$ cat src/rtl/dmem_pkg.sv
// Shared types and constants for the data-memory access controller.
package dmem_pkg;

   localparam int unsigned DATA_W = 32;
   localparam int unsigned NUM_W  = 3;
   localparam int unsigned LANE_W = 2;
   localparam int unsigned HALF_W = 16;

   // Byte address that maps to RAM word 0.
   localparam logic [DATA_W-1:0] DMEM_BASE = 32'h1001_0000;

   // d_num access size/sign codes; 5-7 are illegal.
   localparam logic [NUM_W-1:0] DN_W  = 3'd0;
   localparam logic [NUM_W-1:0] DN_HS = 3'd1;
   localparam logic [NUM_W-1:0] DN_HU = 3'd2;
   localparam logic [NUM_W-1:0] DN_BS = 3'd3;
   localparam logic [NUM_W-1:0] DN_BU = 3'd4;

   // Controller state encoding.
   typedef enum logic [2:0] {
      ST_IDLE = 3'd0,
      ST_RD   = 3'd1,
      ST_CAP  = 3'd2,
      ST_WR   = 3'd3,
      ST_ERR  = 3'd4
   } state_t;

   // Request fields kept after accept; only the low half of store data is
   // needed because full-word stores go straight to the write buffer.
   typedef struct packed {
      logic              wea;
      logic [NUM_W-1:0]  num;
      logic [LANE_W-1:0] lane;
      logic [HALF_W-1:0] data;
   } req_t;

   // Misaligned half/word or illegal size code.
   function automatic logic req_bad(input logic [NUM_W-1:0]  num,
                                    input logic [LANE_W-1:0] lane);
      logic bad;
      bad = 1'b0;
      case (num)
         DN_W:         bad = (lane != 2'd0);
         DN_HS, DN_HU: bad = lane[0];
         DN_BS, DN_BU: bad = 1'b0;
         default:      bad = 1'b1;
      endcase
      return bad;
   endfunction

   // Full-word store skips the read phase.
   function automatic logic is_word(input logic [NUM_W-1:0] num);
      return (num == DN_W);
   endfunction

endpackage

$ cat src/rtl/dmem_lane.sv
// Lane steering: load extraction/extension and sub-word store merge.
module dmem_lane
   import dmem_pkg::*;
(
   input  logic [DATA_W-1:0] word,
   input  logic [LANE_W-1:0] lane,
   input  logic [NUM_W-1:0]  num,
   input  logic [HALF_W-1:0] sdata,
   output logic [DATA_W-1:0] ld_val_c,
   output logic [DATA_W-1:0] st_word_c
);

   logic [4:0]        shamt_c;
   logic [HALF_W-1:0] shifted_c;
   logic [DATA_W-1:0] mask_c;
   logic [DATA_W-1:0] ins_c;

   // Little-endian lane k sits at bit 8k.
   assign shamt_c   = {lane, 3'b000};
   assign shifted_c = 16'(word >> shamt_c);

   // Select the addressed lane and sign- or zero-extend it.
   always_comb begin
      ld_val_c = '0;
      case (num)
         DN_W:    ld_val_c = word;
         DN_HS:   ld_val_c = {{16{shifted_c[15]}}, shifted_c};
         DN_HU:   ld_val_c = {16'h0000, shifted_c};
         DN_BS:   ld_val_c = {{24{shifted_c[7]}}, shifted_c[7:0]};
         DN_BU:   ld_val_c = {24'h00_0000, shifted_c[7:0]};
         default: ld_val_c = '0;
      endcase
   end

   // Overlay store data on the read word at the addressed lane.
   always_comb begin
      mask_c = '0;
      ins_c  = '0;
      case (num)
         DN_HS, DN_HU: begin
            mask_c = 32'h0000_FFFF << shamt_c;
            ins_c  = 32'(sdata) << shamt_c;
         end
         DN_BS, DN_BU: begin
            mask_c = 32'h0000_00FF << shamt_c;
            ins_c  = 32'(sdata[7:0]) << shamt_c;
         end
         default: begin
            mask_c = '0;
            ins_c  = '0;
         end
      endcase
      st_word_c = (word & ~mask_c) | ins_c;
   end

endmodule

$ cat src/rtl/dmem_ctrl.sv
// Data-memory access controller: CPU byte/half/word loads and stores onto a
// word-wide single-write-enable synchronous RAM, with read-modify-write for
// sub-word stores.
module dmem_ctrl
   import dmem_pkg::*;
#(
   parameter int unsigned       ADDR_W = 11,
   parameter logic [DATA_W-1:0] BASE   = DMEM_BASE
)(
   input  logic              clk,
   input  logic              reset,
   input  logic              d_start,
   input  logic              d_wea,
   input  logic [NUM_W-1:0]  d_num,
   input  logic [DATA_W-1:0] d_addr,
   input  logic [DATA_W-1:0] d_in,
   output logic [DATA_W-1:0] d_out,
   output logic              d_busy,
   output logic              d_err,
   output logic              ram_en,
   output logic              ram_we,
   output logic [ADDR_W-1:0] ram_addr,
   output logic [DATA_W-1:0] ram_wdata,
   input  logic [DATA_W-1:0] ram_rdata
);

   state_t            state;
   req_t              req_q;
   logic [DATA_W-1:0] offset_c;
   logic [DATA_W-1:0] ld_val_c;
   logic [DATA_W-1:0] st_word_c;
   logic              unused_c;

   // Offset from the RAM base; bits above the word index wrap silently.
   assign offset_c = d_addr - BASE;
   assign unused_c = ^offset_c[DATA_W-1:ADDR_W+2];

   // Lane logic works on RAM read data and the latched request only.
   dmem_lane u_lane (
      .word      (ram_rdata),
      .lane      (req_q.lane),
      .num       (req_q.num),
      .sdata     (req_q.data),
      .ld_val_c  (ld_val_c),
      .st_word_c (st_word_c)
   );

   // Access FSM with registered RAM strobes; ram_wdata doubles as the merge buffer.
   always_ff @(posedge clk or negedge reset) begin
      if (!reset) begin
         state     <= ST_IDLE;
         req_q     <= '0;
         d_out     <= '0;
         d_err     <= 1'b0;
         d_busy    <= 1'b0;
         ram_en    <= 1'b0;
         ram_we    <= 1'b0;
         ram_addr  <= '0;
         ram_wdata <= '0;
      end else begin
         case (state)
            ST_IDLE: begin
               if (d_start) begin
                  req_q.wea  <= d_wea;
                  req_q.num  <= d_num;
                  req_q.lane <= offset_c[1:0];
                  req_q.data <= d_in[HALF_W-1:0];
                  d_err      <= 1'b0;
                  d_busy     <= 1'b1;
                  ram_addr   <= offset_c[ADDR_W+1:2];
                  if (req_bad(d_num, offset_c[1:0])) begin
                     state <= ST_ERR;
                  end else if (d_wea && is_word(d_num)) begin
                     state     <= ST_WR;
                     ram_en    <= 1'b1;
                     ram_we    <= 1'b1;
                     ram_wdata <= d_in;
                  end else begin
                     state  <= ST_RD;
                     ram_en <= 1'b1;
                     ram_we <= 1'b0;
                  end
               end
            end
            ST_RD: begin
               state  <= ST_CAP;
               ram_en <= 1'b0;
            end
            ST_CAP: begin
               if (req_q.wea) begin
                  state     <= ST_WR;
                  ram_en    <= 1'b1;
                  ram_we    <= 1'b1;
                  ram_wdata <= st_word_c;
               end else begin
                  state  <= ST_IDLE;
                  d_busy <= 1'b0;
                  d_out  <= ld_val_c;
               end
            end
            ST_WR: begin
               state  <= ST_IDLE;
               d_busy <= 1'b0;
               ram_en <= 1'b0;
               ram_we <= 1'b0;
            end
            ST_ERR: begin
               state  <= ST_IDLE;
               d_busy <= 1'b0;
               d_err  <= 1'b1;
               if (!req_q.wea) begin
                  d_out <= '0;
               end
            end
            default: begin
               state  <= ST_IDLE;
               d_busy <= 1'b0;
               ram_en <= 1'b0;
               ram_we <= 1'b0;
            end
         endcase
      end
   end

endmodule

$ cat config.mk
export PLATFORM = sky130hd
export DESIGN_NAME = dmem_ctrl
export DESIGN_NICKNAME = d
export VERILOG_FILES = /design/src/rtl/dmem_pkg.sv /design/src/rtl/dmem_lane.sv /design/src/rtl/dmem_ctrl.sv
export SDC_FILE = /design/constraint.sdc
export NUM_CORES = 1
export LEC_CHECK = 0
export ABC_CLOCK_PERIOD_IN_PS = 3200
export CAP_MARGIN = 20
export CORE_ASPECT_RATIO = 1.75
export CORE_UTILIZATION = 50
export DETAILED_ROUTE_END_ITERATION = 6
export MAX_ROUTING_LAYER = met4
export PLACE_DENSITY = 0.93
export SLEW_MARGIN = 40
export SYNTH_ARGS = -nofsm -noshare
export SYNTH_HDL_FRONTEND = slang
export SYNTH_SLANG_ARGS = --single-unit
export TNS_END_PERCENT = 50
$ cat constraint.sdc
create_clock -name clk -period 3.2 [get_ports clk]
set_input_delay 0.48 -clock clk [delete_from_list [all_inputs] [get_ports clk]]
set_output_delay 0.48 -clock clk [all_outputs]
set_load 0.01 [all_outputs]
==> qor.yml, run 1 <==
cp_top_family: "AND-OR/OR-AND gates"
ant_nets: 0
top_cell_area_share_pct: 47.2
drv_cap: 0
die_area_sq_mm: 0.0115
fin_cells: 825
cts_tree: "yes"
layout.cells.most_common_list: "clkdlybuf4s50_1, dfrtp_1, nand2_1"
comb_share_pct: 35.6
yosys.area_share.simple_pct: 14.4
edf_count: 0
cts.repair.resized: 0
place.gp.congestion: 0.943
timing.final.ws_setup_ns: 0.574
drcViolationCount: 0
numSynthFlops: 104
finClkSkew_ns: 0.0143
cp-startpoint: "req_q[18]"
cts-root-buf: "clkbuf_16"
logic_area_sq_mm: 0.00267
cts_num_sinks: 104
synth-async-reset-ratio_pct: 100
path_class: "reg -> reg"
ys_sh_xor_pct: 0.159
inv_count: 11
io_pins: 182
gr-total-overflow: 0
post_cts_buffers: 0
wl_met2_mm: 9.27
worstReg2RegStart: "req_q[18]"
synth_cell_types: 53
largestClassByArea: "logic gates"
tightest_slew_ns: 0.775
buf_share_pct: 22.9
drt_iter0_markers: 485
avgSynthCellArea_sq_um: 9.81
synth_warnings: 0
nWellTaps: 130
stdcell_area_sq_mm: 0.00750
syn-num-nets: 665
path_depth: 5
yosys_area_sq_mm: 0.00551
core_sq_mm: 0.0107
fill_cells: 785
clock_tree_area_fraction_pct: 4.09
grt_pass1_vias: 5301
layout.cells.most_common: "clkdlybuf4s50_1"
cts_hold_buf: 0
syn_inst: 562
drt-vias-per-instance: 6.25
cts_made_buffers: 9
synthTopLogicFamily: "AND-OR/OR-AND gates"
r2r_end: "ram_wdata[14]"
tns_ns: 0
critPathMaxStageDelay_ns: 0.67
buffers: 171
sh_seq_area_pct: 34.7
cts_htree_levels: 3
cp.arrival_ns: 2.88
synthToLayoutAreaGrowth_pct: 36.0
finalCriticalPeriod_ns: 2.63
slew_viol_final: 0
mux_share_pct: 8.74
track_usage_pct: 32.6
holdWs_ns: 0.0632
grt_first_pass_wirelength_mm: 27.0
dp.final_hpwl_mm: 13.0
ys_seq_share_pct: 47.2
critPathRequiredTime_ns: 3.46
wl_met1_mm: 6.31
cp_max_fo: 26
ys_sh_adder_pct: 0.182
antenna_found_initial: 0
cp_num_buf_inv: 0
status: "finished, final reports clean"
vias: 5160
flop_area_sq_mm: 0.00260
common_cells: "dfrtp_1, nand2_1, nor2_1"
end_kind: "register"
netlist_area_sq_mm: 0.00551
maxClockFrequency_mhz: 381
grtUsageMet2_pct: 54.8
setup_violations: 0
rsz0062_at_grt: "no"
placementRows: 50
dr_wl_met3_microns: 898
relSlewSlack_pct: 48.4
hold_class: "in -> async"
cts_buffer_depth: 2
top_layer_used: "met4"
drt_wl_total_mm: 17.4
met1_usage_pct: 35.5
gr-usage-met3_pct: 5.50
wl_per_cell_microns: 21.1
synthFlopType: "dfrtp_1"
yosys-stat-cells: 562
post-place-ws_ns: 0.670
path_cells: "o21ai_0, and2_1, nor2b_1, a221oi_1, o31ai_1"
n_antenna_cell: 0
reg2reg_depth: 5
finalCritPeriodShare_pct: 82.1
ir_drop_mv: 0.674
top_usage_layer: "met2"
clk_pin_slew_ns: 0.07
initCoreUtil_pct: 51.5
area_leaders: "dfrtp_1, mux2_2, nand2_1"
worst_path_max_delay_cell: "dfrtp_1"
power.leakage_nw: 3.18
critPathLaunchType: "register"
p_total_w: 0.00743
comb.multi_input.count: 393
largestRegisters: "d_out x32, ram_wdata x32, req_q x22"
reg2reg_slack_ns: 0.57
final_core_util_pct: 70.1
placed_area_sq_mm: 0.00719
finalHoldViolations: 0
yosysMostFrequentCell: "dfrtp_1"
yosys.area.top_type: "dfrtp_1"
tool_warnings: 45
powerDensity_mw_per_mm2: 990
fin_nets: 793
worstSkewPairLatency_ns: 0.36
drive_gt1_share_pct: 9.78
firstDrtPassIters: 5
dpl.cell_count: 809
synth-compound-area-share_pct: 24.5
grt_max_degree: 66
cp-endpoint: "ram_wdata[14]"
==> run 1: where the power goes <==
part           leakage, nW  switching [W]  internal [W]
clock network        0.146       0.000498      0.000634
logic                 1.73        0.00187       0.00190
registers             1.30       0.000620       0.00190
==> run 1: worst min path at each step <==
stage,startpoint,end,slack [ns],cells past startpoint
floorplan,reset,d_busy,0.18,0
global placement,ram_wdata[27],ram_wdata[27],0.46,2
finish,reset,ram_addr[5],0.06,1
detailed placement,ram_wdata[24],ram_wdata[24],0.47,2
CTS,reset,ram_addr[5],0.20,1
global route,reset,ram_addr[5],0.12,1
==> run 1: cell families after synthesis <==
family	Yosys count
buffers and inverters	65
adder cells (fa/ha/maj)	1
multiplexers	44
XOR/XNOR	1
flip-flops	104
AND/OR/NAND/NOR	160
AND-OR/OR-AND	187
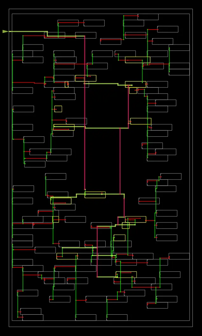
Fig. 1. Clock nets (run 1).
CLK BUF: 11
registers: 104

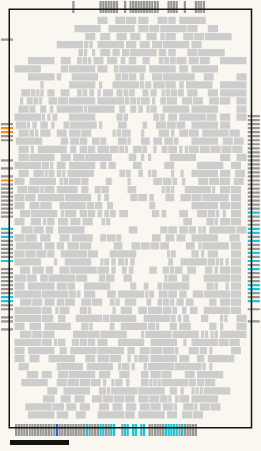
Fig. 2. Pin map (run 1).
The bar under the picture is 20 microns long. Pins as bars across the die edge, other pins in grey.
Key: blue = reset [pins 1, direction input, edge bottom]; orange = d_num [pins 3, direction input, edge left]; cyan = d_in [pins 32, direction input, edge 17 bottom, 10 right, 5 left]
All pins by edge: 62 bottom, 49 right, 42 left, 29 top.
die width: 81.4 microns
# port buffers: 162
die y size: 141 microns

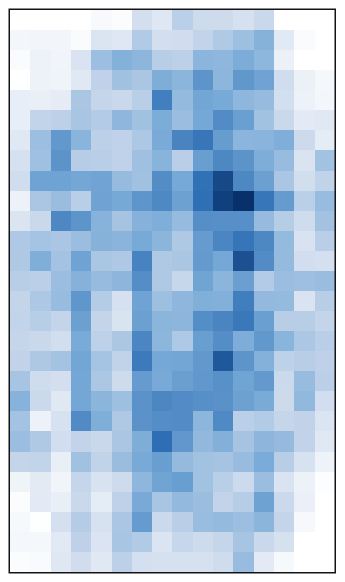
Fig. 3. Routed metal per tile (run 1).
The die is cut into 16 by 28 equal tiles; white is low, dark blue is high, scaled to the fullest tile. Values are wire area over tile area, all layers added.
23% of the tiles are over half the peak. The densest ninth of the die: centre. The fullest tile reaches 0.71. The mean over all tiles is 0.25.

Fig. 4: run 1, layout detail
The bar under the picture is 5 microns long. Window x 31 to 51, y 89 to 109 microns. Cells in grey, sequential cells in the stronger grey; small squares are vias.
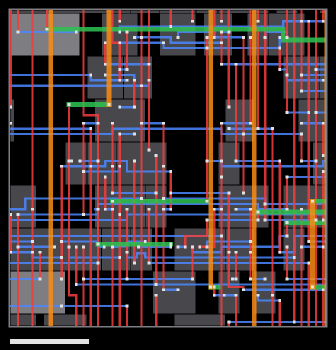

==> inputs of run 2 (changes only) <==
--- a/config.mk
+++ b/config.mk
@@ -5,13 +5,13 @@
 export SDC_FILE = /design/constraint.sdc
 export NUM_CORES = 1
 export LEC_CHECK = 0
-export ABC_CLOCK_PERIOD_IN_PS = 3200
+export ABC_CLOCK_PERIOD_IN_PS = 2700
 export CAP_MARGIN = 20
 export CORE_ASPECT_RATIO = 1.75
-export CORE_UTILIZATION = 50
+export CORE_UTILIZATION = 47
 export DETAILED_ROUTE_END_ITERATION = 6
 export MAX_ROUTING_LAYER = met4
-export PLACE_DENSITY = 0.93
+export PLACE_DENSITY = 0.89
 export SLEW_MARGIN = 40
 export SYNTH_ARGS = -nofsm -noshare
 export SYNTH_HDL_FRONTEND = slang
==> constraint.sdc (replaced) <==
create_clock -name clk -period 2.7 [get_ports clk]
set_input_delay 0.405 -clock clk [delete_from_list [all_inputs] [get_ports clk]]
set_output_delay 0.405 -clock clk [all_outputs]
set_load 0.01 [all_outputs]
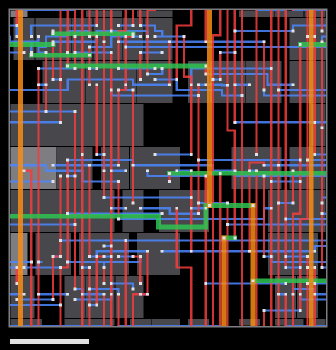
Fig. 5. Layout detail (run 2).
The bar under the picture is 5 microns long. Window x 32 to 52, y 92 to 112 microns. Cells in grey, sequential cells in the stronger grey; small squares are vias.
Key: red = met2; orange = met4; blue = met1; green = met3
Most frequent: nand2_1 (6), a2bb2oi_1 (4), o21ai_0 (3). 34 logic cells have their middle in the window. Sequential cells in the window: 0.

==> qor.yml, run 2 <==
wl_met1_mm: 6.35  # +0.62%
antenna_found_initial: 0  # unchanged
drive_gt1_share_pct: 10.8  # +1.0 points
slew_viol_final: 0  # unchanged
worstSkewPairLatency_ns: 0.35  # about the same
place.gp.congestion: 0.948  # +0.55%
path_class: "reg -> reg"
die_area_sq_mm: 0.0122  # +6.3%
violations: "DRC"
top_usage_layer: "met2"
avgSynthCellArea_sq_um: 9.81  # unchanged
powerComb_w: 0.00462  # +22%
drt-vias-per-instance: 6.14  # -1.9%
firstDrtPassIters: 7  # +2
numSynthFlops: 104  # unchanged
finalHoldViolations: 0  # unchanged
ir_drop_mv: 0.693  # +2.9%
die_x_microns: 83.9  # +3.1%
yosys_area_sq_mm: 0.00551  # unchanged
reg2reg_slack_ns: 0.31  # -0.26 ns
grt_first_pass_wirelength_mm: 27.1  # +0.41%
top_cell_area_share_pct: 47.2  # unchanged
grtUsageMet2_pct: 51.9  # -2.9 points
setup_violations: 0  # unchanged
io_pins: 182  # unchanged
fin_nets: 801  # +1.0%
yosys.area.top_type: "dfrtp_1"
worstReg2RegStart: "req_q[18]"
timing.final.ws_setup_ns: 0.314  # -0.259 ns
post-place-ws_ns: 0.286  # -0.384 ns
finalCritPeriodShare_pct: 88.4  # +6.3 points
track_usage_pct: 29.8  # -2.8 points
synthFlopType: "dfrtp_1"
tns_ns: 0  # unchanged
power.group.top: "combinational cells"
syn-num-nets: 665  # unchanged
met1_usage_pct: 32.3  # -3.2 points
tool_warnings: 45  # unchanged
relSlewSlack_pct: 47.8  # -0.54 points
p_sw_w: 0.00355  # +19%
yosys.area_share.simple_pct: 14.4  # unchanged
drcViolationCount: 24  # +24
cp-endpoint: "ram_wdata[8]"
common_cells: "dfrtp_1, nand2_1, nor2_1"
largestRegisters: "d_out x32, ram_wdata x32, req_q x22"
synth_warnings: 0  # unchanged
seq-power_w: 0.00288  # +14%
n_antenna_cell: 0  # unchanged
end_kind: "register"
powerDensity_mw_per_mm2: 1180  # +19%
stdcell_area_sq_mm: 0.00757  # +0.97%
grt_pass1_vias: 5088  # -4.0%
syn_inst: 562  # unchanged
cp-startpoint: "req_q[18]"
status: "finished with violations"
synthTopLogicFamily: "AND-OR/OR-AND gates"
synth-compound-area-share_pct: 24.5  # unchanged
clk_pin_slew_ns: 0.07  # about the same
ys_seq_share_pct: 47.2  # unchanged
area_leaders: "dfrtp_1, mux2_2, nand2_1"
critPathLaunchType: "register"
dr_wl_met3_microns: 935  # +4.1%
final_core_util_pct: 65.7  # -4.4 points
cts_htree_levels: 3  # unchanged
mux_share_pct: 8.74  # unchanged
cts.repair.resized: 0  # unchanged
fill_cells: 904  # +15%
gr-usage-met3_pct: 4.66  # -0.84 points
dpl.cell_count: 822  # +1.6%
grt_max_degree: 66  # unchanged
vias: 5136  # -0.47%
## run 2: cell counts after synthesis
Identical to the previous run, type by type.
## run 2: layout make-up
cell class,instances,area (sq um),share of cell area [%]
timing repair buffer,179,1770,23.4
clock buffer,9,225,2.97
inverter,11,41.3,0.545
sequential,104,2600,34.4
tap,135,169,2.23
clock inverter,6,91.3,1.21
multi-input combinational,393,2670,35.3
## run 2: critical path, stage by stage, from the launching register on
cell and delay [ns]:
dfrtp_1 0.46, o21ai_0 0.39, and2_1 0.35, nor2b_1 0.50
a221oi_1 0.27, o31ai_1 0.31
## run 2: cells by family after synthesis
group | Yosys count
simple gates | 160
xor+xnor | 1
compound gates | 187
buf+inv | 65
fa+ha+maj | 1
mux | 44
flops | 104
Power and IR drop assume default switching activity.
